met1.png
Cells faint in the background.
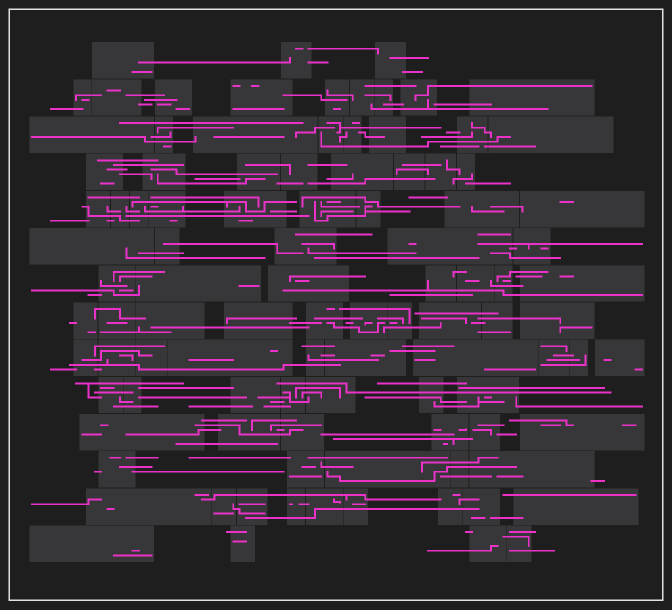
met2.png
Scale bar: 10 µm.
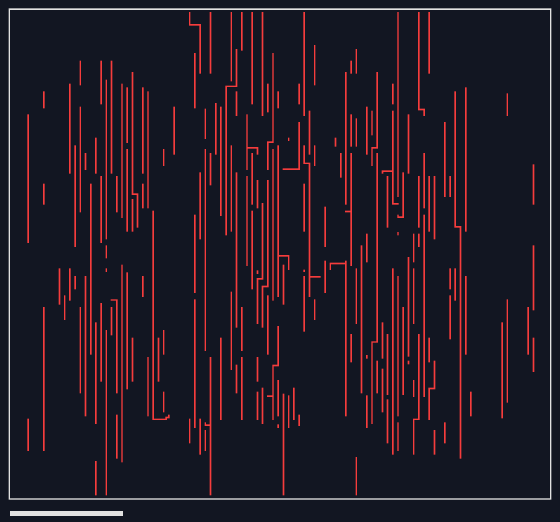
met3.png
Scale bar: 10 µm.
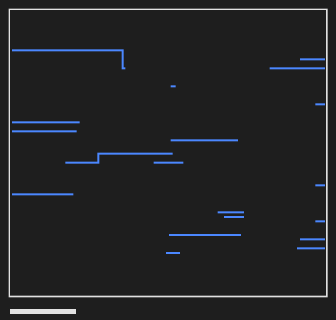
final_clocks.png
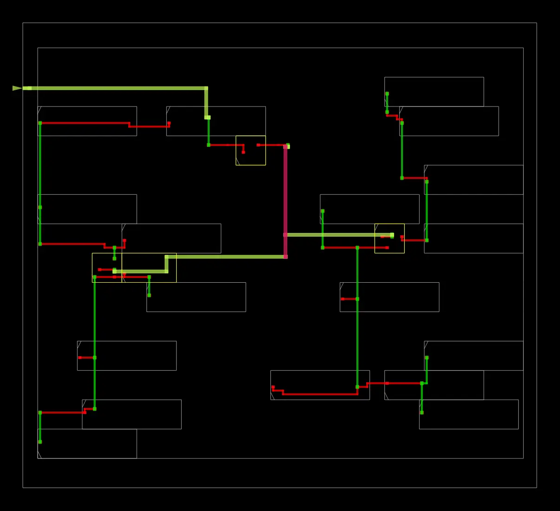
wire_density.png
Scale bar: 10 µm. 10 x 9 tiles, from dark purple (low) to yellow (high), scaled to the fullest tile. Values are wire area over tile area, all layers added.
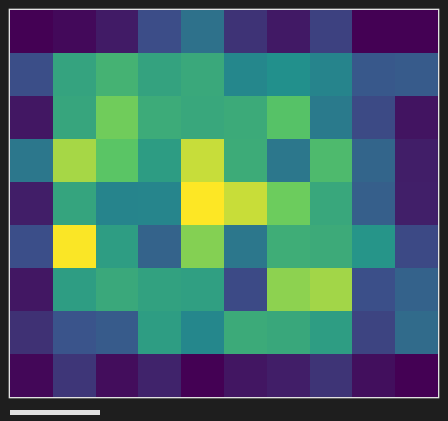
### src/rtl/half_adder.sv
// Single-bit half adder: combinational sum/carry, a registered copy of both,
// and a saturating count of clock edges that sampled a carry.
module half_adder #(
    parameter int unsigned CNT_W = 16
) (
    input  logic             clk,
    input  logic             rst_n,
    input  logic             a,
    input  logic             b,
    input  logic             clr,
    output logic             s,
    output logic             c,
    output logic             s_q,
    output logic             c_q,
    output logic [CNT_W-1:0] carry_cnt,
    output logic             cnt_sat
);

    localparam logic [CNT_W-1:0] CntMax = '1;
    localparam logic [CNT_W-1:0] CntOne = CNT_W'(1);

    logic [CNT_W-1:0] cnt_q;
    logic [CNT_W-1:0] cnt_d;

    // Arithmetic path: pure gates, no dependence on clock, reset or clear.
    always_comb begin
        s = a ^ b;
        c = a & b;
    end

    // Counter next state: clear beats a carry; saturate rather than wrap.
    always_comb begin
        cnt_d = cnt_q;
        if (clr) begin
            cnt_d = '0;
        end else if (c && (cnt_q != CntMax)) begin
            cnt_d = cnt_q + CntOne;
        end
    end

    // Registered copy of the sum/carry and the counter state.
    always_ff @(posedge clk or negedge rst_n) begin
        if (!rst_n) begin
            s_q   <= 1'b0;
            c_q   <= 1'b0;
            cnt_q <= '0;
        end else begin
            s_q   <= s;
            c_q   <= c;
            cnt_q <= cnt_d;
        end
    end

    // Saturation flag is decoded directly from the stored count.
    always_comb begin
        carry_cnt = cnt_q;
        cnt_sat   = (cnt_q == CntMax);
    end

endmodule

### config.mk
export PLATFORM = sky130hd
export DESIGN_NAME = half_adder
export DESIGN_NICKNAME = d
export VERILOG_FILES = /design/src/rtl/half_adder.sv
export SDC_FILE = /design/constraint.sdc
export NUM_CORES = 1
export LEC_CHECK = 0
export ABC_CLOCK_PERIOD_IN_PS = 4600
export CAP_MARGIN = 0
export CORE_ASPECT_RATIO = 0.9
export CORE_UTILIZATION = 55
export DETAILED_ROUTE_END_ITERATION = 12
export DONT_BUFFER_PORTS = 1
export HOLD_SLACK_MARGIN = 0.05
export PLACE_DENSITY = 0.7
export SLEW_MARGIN = 20
export SYNTH_ARGS = -nofsm -noshare
export SYNTH_HDL_FRONTEND = slang
export SYNTH_SLANG_ARGS = --single-unit
### constraint.sdc
create_clock -name clk -period 4.6 [get_ports clk]
set_input_delay 0.69 -clock clk [delete_from_list [all_inputs] [get_ports clk]]
set_output_delay 0.69 -clock clk [all_outputs]
set_load 0.05 [all_outputs]
==> results.sh <==
# physical design summary
export IMPL_path_class="register to output pin"
export IMPL_netlist_instances=97
export IMPL_hp_class="input pin to asynchronous set/reset pin"
export IMPL_ff2ff_setup_slack_ns=2.13
export IMPL_gp_congestion=0.769
export IMPL_reg2reg_to="carry_cnt[7]"
export IMPL_leakage_uw=0.000450
export IMPL_drv_cap=0
export IMPL_cts_buffer_depth=2
export IMPL_cts_inserted_buffers=3
export IMPL_irDropWorstVdd_v=0.000275
export IMPL_worstPathArrival_ns=2.24
export IMPL_initCoreUtil_pct=60.2
export IMPL_wl_mm=2.23
export IMPL_drc=0
export IMPL_ys_ff=18
export IMPL_status="complete, no violations"
export IMPL_clk_pin_slew_worst_paths_ns=0.09
export IMPL_tightest_slew_ns=0.772
export IMPL_ff2ff_path_depth=5
export IMPL_syn2layout_area_growth_pct=5.81
export IMPL_wl_per_cell_um=18.0
export IMPL_die_y_um=43.1
-- met1.png (at the start) --
wire length on this layer: 984 µm
main direction: horizontal
share of all routed wire: 44%
longest straight run: 19.3 µm
nets with wire on the layer: 96

-- met2.png (at the start) --
main direction: vertical
wire length on this layer: 1120 µm

-- met3.png (at the start) --
wire length on this layer: 121 µm
longest straight run: 16.6 µm
nets with wire on the layer: 17
share of all routed wire: 5.4%

-- final_clocks.png (at the start) --
clock sinks: 18
clk_lat worst skew: 0.30 ns
sequential cells: 18

-- wire_density.png (at the start) --
tiles over half the peak: 41%
mean over tiles: 0.17
fullest tile: 0.43
densest ninth of the die: centre

[area by class of cell]
class	instances	area [µm²]
well taps	24	30.0
inverters	1	3.75
clock buffers	4	36.3
flip-flops and latches	18	450
multi-input cells	75	556
repair buffers	2	17.5
fillers	151	623
[kinds of logic (layout without fill, tap and decap cells)]
kind of cell | after synthesis | count (layout) | synth area share [%]
multiplexers | 3 | 3 | 3.87
flip-flops | 18 | 18 | 43.6
buffers and inverters | 4 | 7 | 2.66
AND-OR/OR-AND | 22 | 22 | 13.9
adder cells (fa/ha/maj) | 2 | 2 | 2.42
AND/OR/NAND/NOR | 47 | 47 | 32.7
XOR/XNOR | 1 | 1 | 0.848
[worst max-delay path, cell delays in order (launching register included)]
cell and delay [ns]:
dfrtp_1 0.75, ha_1 0.39, nand4_2 0.26, nor4_2 0.29
buf_4 0.25
[worst min-delay path by stage]
stage / from / to / slack [ns] / cells after the start
after floorplan: rst_n / c_q / 0.39 / 0
after global placement: rst_n / carry_cnt[15] / 0.39 / 0
after detailed placement: rst_n / carry_cnt[13] / 0.39 / 0
after CTS: rst_n / carry_cnt[13] / 0.07 / 0
after global routing: rst_n / s_q / 0.06 / 0
final: rst_n / s_q / 0.08 / 0
[power by group]
part / internal [µW] / switching (µW) / leakage [µW]
Combinational: 3.84 / 10.2 / 0.000182
Clock: 48.3 / 48.3 / 0.0000210
Sequential: 160 / 11.6 / 0.000247
[layout by cell type (no fill, tap or decap), types with 4 or more instances in the layout]
| cell | count |
|---|---|
| nor2b_1 | 4 |
| o31ai_1 | 7 |
| a21oi_1 | 10 |
| nand2_1 | 4 |
| nand3_1 | 4 |
| dfrtp_1 | 18 |
| nand4_1 | 4 |
| nor2_1 | 8 |
| or4_1 | 6 |
[cell usage after synthesis, drive strengths merged]
master / number
mux2i: 1
nor3: 2
or4: 6
a211oi: 2
o21ai: 2
nor2b: 4
dfrtp: 18
inv: 1
nor3b: 1
nand4: 7
nand2: 4
ha: 2
nand3: 5
o41ai: 1
o31ai: 7
nor2: 8
nor4: 2
a21oi: 10
and4: 4
or3: 3
nand2b: 1
xor2: 1
buf: 3
mux2: 2
[metrics by stage]
stage               cell area, µm²  total power, µW  worst slack [ns]  utilization, %  hold WS [ns]
floorplan                     1030              188              1.62               -         0.394
global placement              1050              187              2.03            61.0         0.395
detailed placement            1050              187              2.00            61.0         0.395
CTS                           1080              283              1.66            63.1        0.0658
global route                  1090              293              1.59            63.7        0.0568
finish                        1090              283              1.67            63.7        0.0753
[state kept, by name (all words and copies together), names as in the netlist]
signal     flops
s_q            1
carry_cnt     16
c_q            1
[layer usage]
metal | GRT usage (%) | vias to the layer above | routed length, µm
li1 | - | 387 | -
met5 | 0 | - | 0
met1 | 34.9 | 423 | 983
met3 | 8.09 | 3 | 120
met2 | 38.6 | 25 | 1120
met4 | 5.00 | 0 | 10
[repair_timing]
action	4_1_cts	5_1_grt
hold endpoints to repair	0	10
hold buffers	0	1
setup buffers	0	0
resized	0	0
Power and IR drop assume default switching activity.
